Design mem_store_serializer, sky130hd; sources not shown.
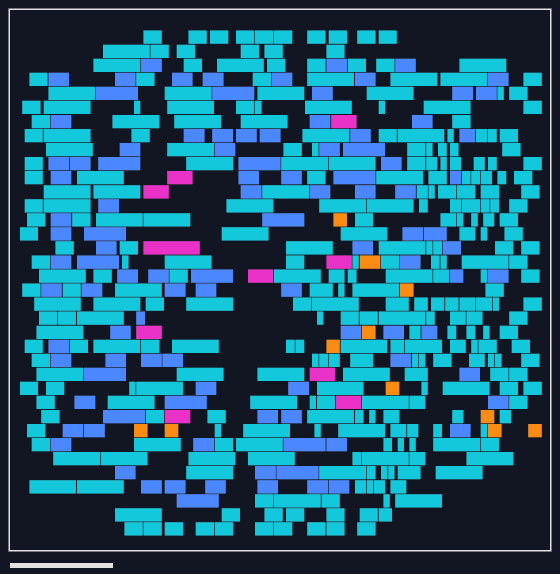
(sizing map)
Bar = 20 um.
- drive 6 and up: magenta (cells 10; share 2.3%)
- drive 2: blue (cells 103; share 24%)
- drive 3 to 4: orange (cells 11; share 2.5%)
- drive 1 or less: cyan (cells 314; share 72%)
Area growth, synth to finish: 32.9%
bufs w/o clock: 118
final worst slack: 0.529 ns

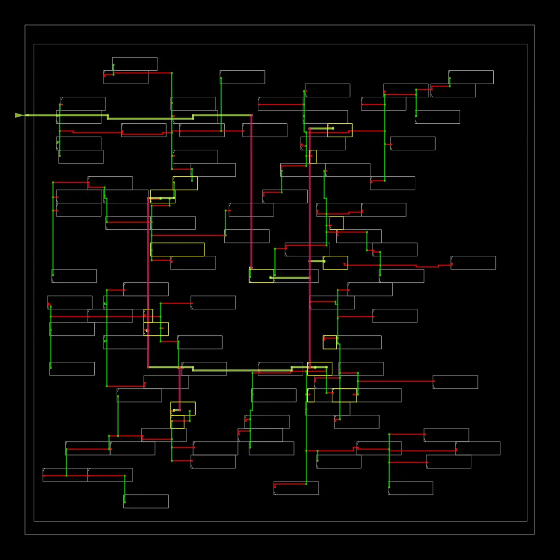
(clock wiring as the flow saved it)
skew final: 0.0106 ns
TritonCTS Buffers: 9

==> flow_summary.json <==
{
  "status": "complete, no violations",
  "required_ns": 3.48,
  "startpoint_type": "flop",
  "postSynthSeqShare": 0.508,
  "critical-path-top-delay-family": "buffers and inverters",
  "critPathBufInv": 2,
  "synth-main-ff-cell": "dfrtp_1",
  "async_reset_ff_frac": 1.00,
  "vias_per_cell": 5.05,
  "insertion_delay_ns": 0.36,
  "fillers": 826,
  "ys_warn_count": 0,
  "finalSetupViolations": 0,
  "antenna_found_initial": 0,
  "drc_errors": 0,
  "final_common_cell": "clkdlybuf4s50_1",
  "cts_tree": "done",
  "post-cts-setup-buffers": 0,
  "n_antenna_cell": 0,
  "p_sw_frac": 0.358,
  "vias": 2882,
  "top_area_cell": "dfrtp_1",
  "fmax_mhz": 262,
  "final.setup.tns_ns": 0,
  "fin_crit_sh": 0.878,
  "first_pass_iters": 4,
  "hold_depth": 1,
  "yosysChipArea_um2": 4330,
  "fp-utilization": 0.437,
  "crit_fanout": 6,
  "die_w_um": 105,
  "yosysCellCount": 322,
  "syn-mean-instance-area_um2": 13.5,
  "io_buffers": 112,
  "placed_cell_area_um2": 5570,
  "die_height_um": 105,
  "switching_power_mw": 1.51,
  "stdcell_count": 571,
  "cp_slowest_cell": "clkdlybuf4s50_1",
  "worst_pin_slew_ns": 1.15,
  "yosysMostFrequentCell": "dfrtp_1",
  "track_usage": 0.178,
  "ys_ff": 88,
  "period_needed_ns": 3.82,
  "drive_above_1_share": 0.283,
  "synth_top_area_share": 0.508,
  "maxCapViolCount": 0,
  "crit_path_end_kind": "output port",
  "drt_iter0_drc": 102,
  "simple_gate_share": 0.0690,
  "crit_chain": "ha_1, inv_1, fa_1, and2b_2, o211ai_1, or3_1, a21oi_1, clkdlybuf4s50_1",
  "grt-ovfl-total": 0,
  "cts_hold_buf": 0,
  "final_area_um2": 5760,
  "grt_max_degree": 92,
  "final_antenna_net_count": 0,
  "cp.depth": 8,
  "cts_resized": 0,
  "relSlewSlack": 0.234,
  "clock_path_buffers": 2,
  "arrival_ns": 2.95,
  "dpl.cell_count": 555,
  "grt_pass1_vias": 3019,
  "log.warning_count": 25,
  "synth.distinct_cells": 36,
  "pwr_density_cell_nw_per_um2": 731
}
-- logic make-up after synthesis --
family | count (synthesis)
flops | 88
compound gates | 24
fa+ha+maj | 6
xor+xnor | 13
mux | 106
simple gates | 60
buf+inv | 25
-- per-layer routing --
layer	wire length, um	vias up	track usage	share of wire
li1	-	1376	-	-
met5	0	-	0	0
met1	4160	1407	0.235	0.45
met4	123	0	0.0635	0.013
met2	4420	88	0.288	0.48
met3	564	11	0.0424	0.061
-- power by group through the flow --
stage	sequential [mW]	combinational (mW)	clock (mW)
floorplan	1.51	1.38	0
global placement	1.48	2.15	0
global route	1.55	2.36	0.595
CTS	1.49	2.21	0.560
finish	1.49	2.18	0.543
detailed placement	1.51	2.21	0
-- metrics by stage --
stage / power (mW) / utilization
2_1_floorplan: 2.90 / -
3_3_place_gp: 3.63 / 0.562
3_5_place_dp: 3.72 / 0.562
4_1_cts: 4.26 / 0.581
5_1_grt: 4.50 / 0.581
6_report: 4.21 / 0.581
-- worst reg2reg max path, stage by stage (launching register included) --
cell	delay, ns
dfrtp_1	0.39
buf_4	0.18
nor2b_1	0.40
nand2_4	0.67
mux2_2	0.62
-- cell type report --
cell class / instances / share of cell area
Clock inverter: 7 / 0.0113
Multi-Input combinational cell: 209 / 0.349
Tap cell: 133 / 0.0289
Clock buffer: 9 / 0.0215
Sequential cell: 88 / 0.383
Timing Repair Buffer: 118 / 0.202
Inverter: 7 / 0.00457
Power figures rest on the tool's default switching activity, not on a simulated workload.
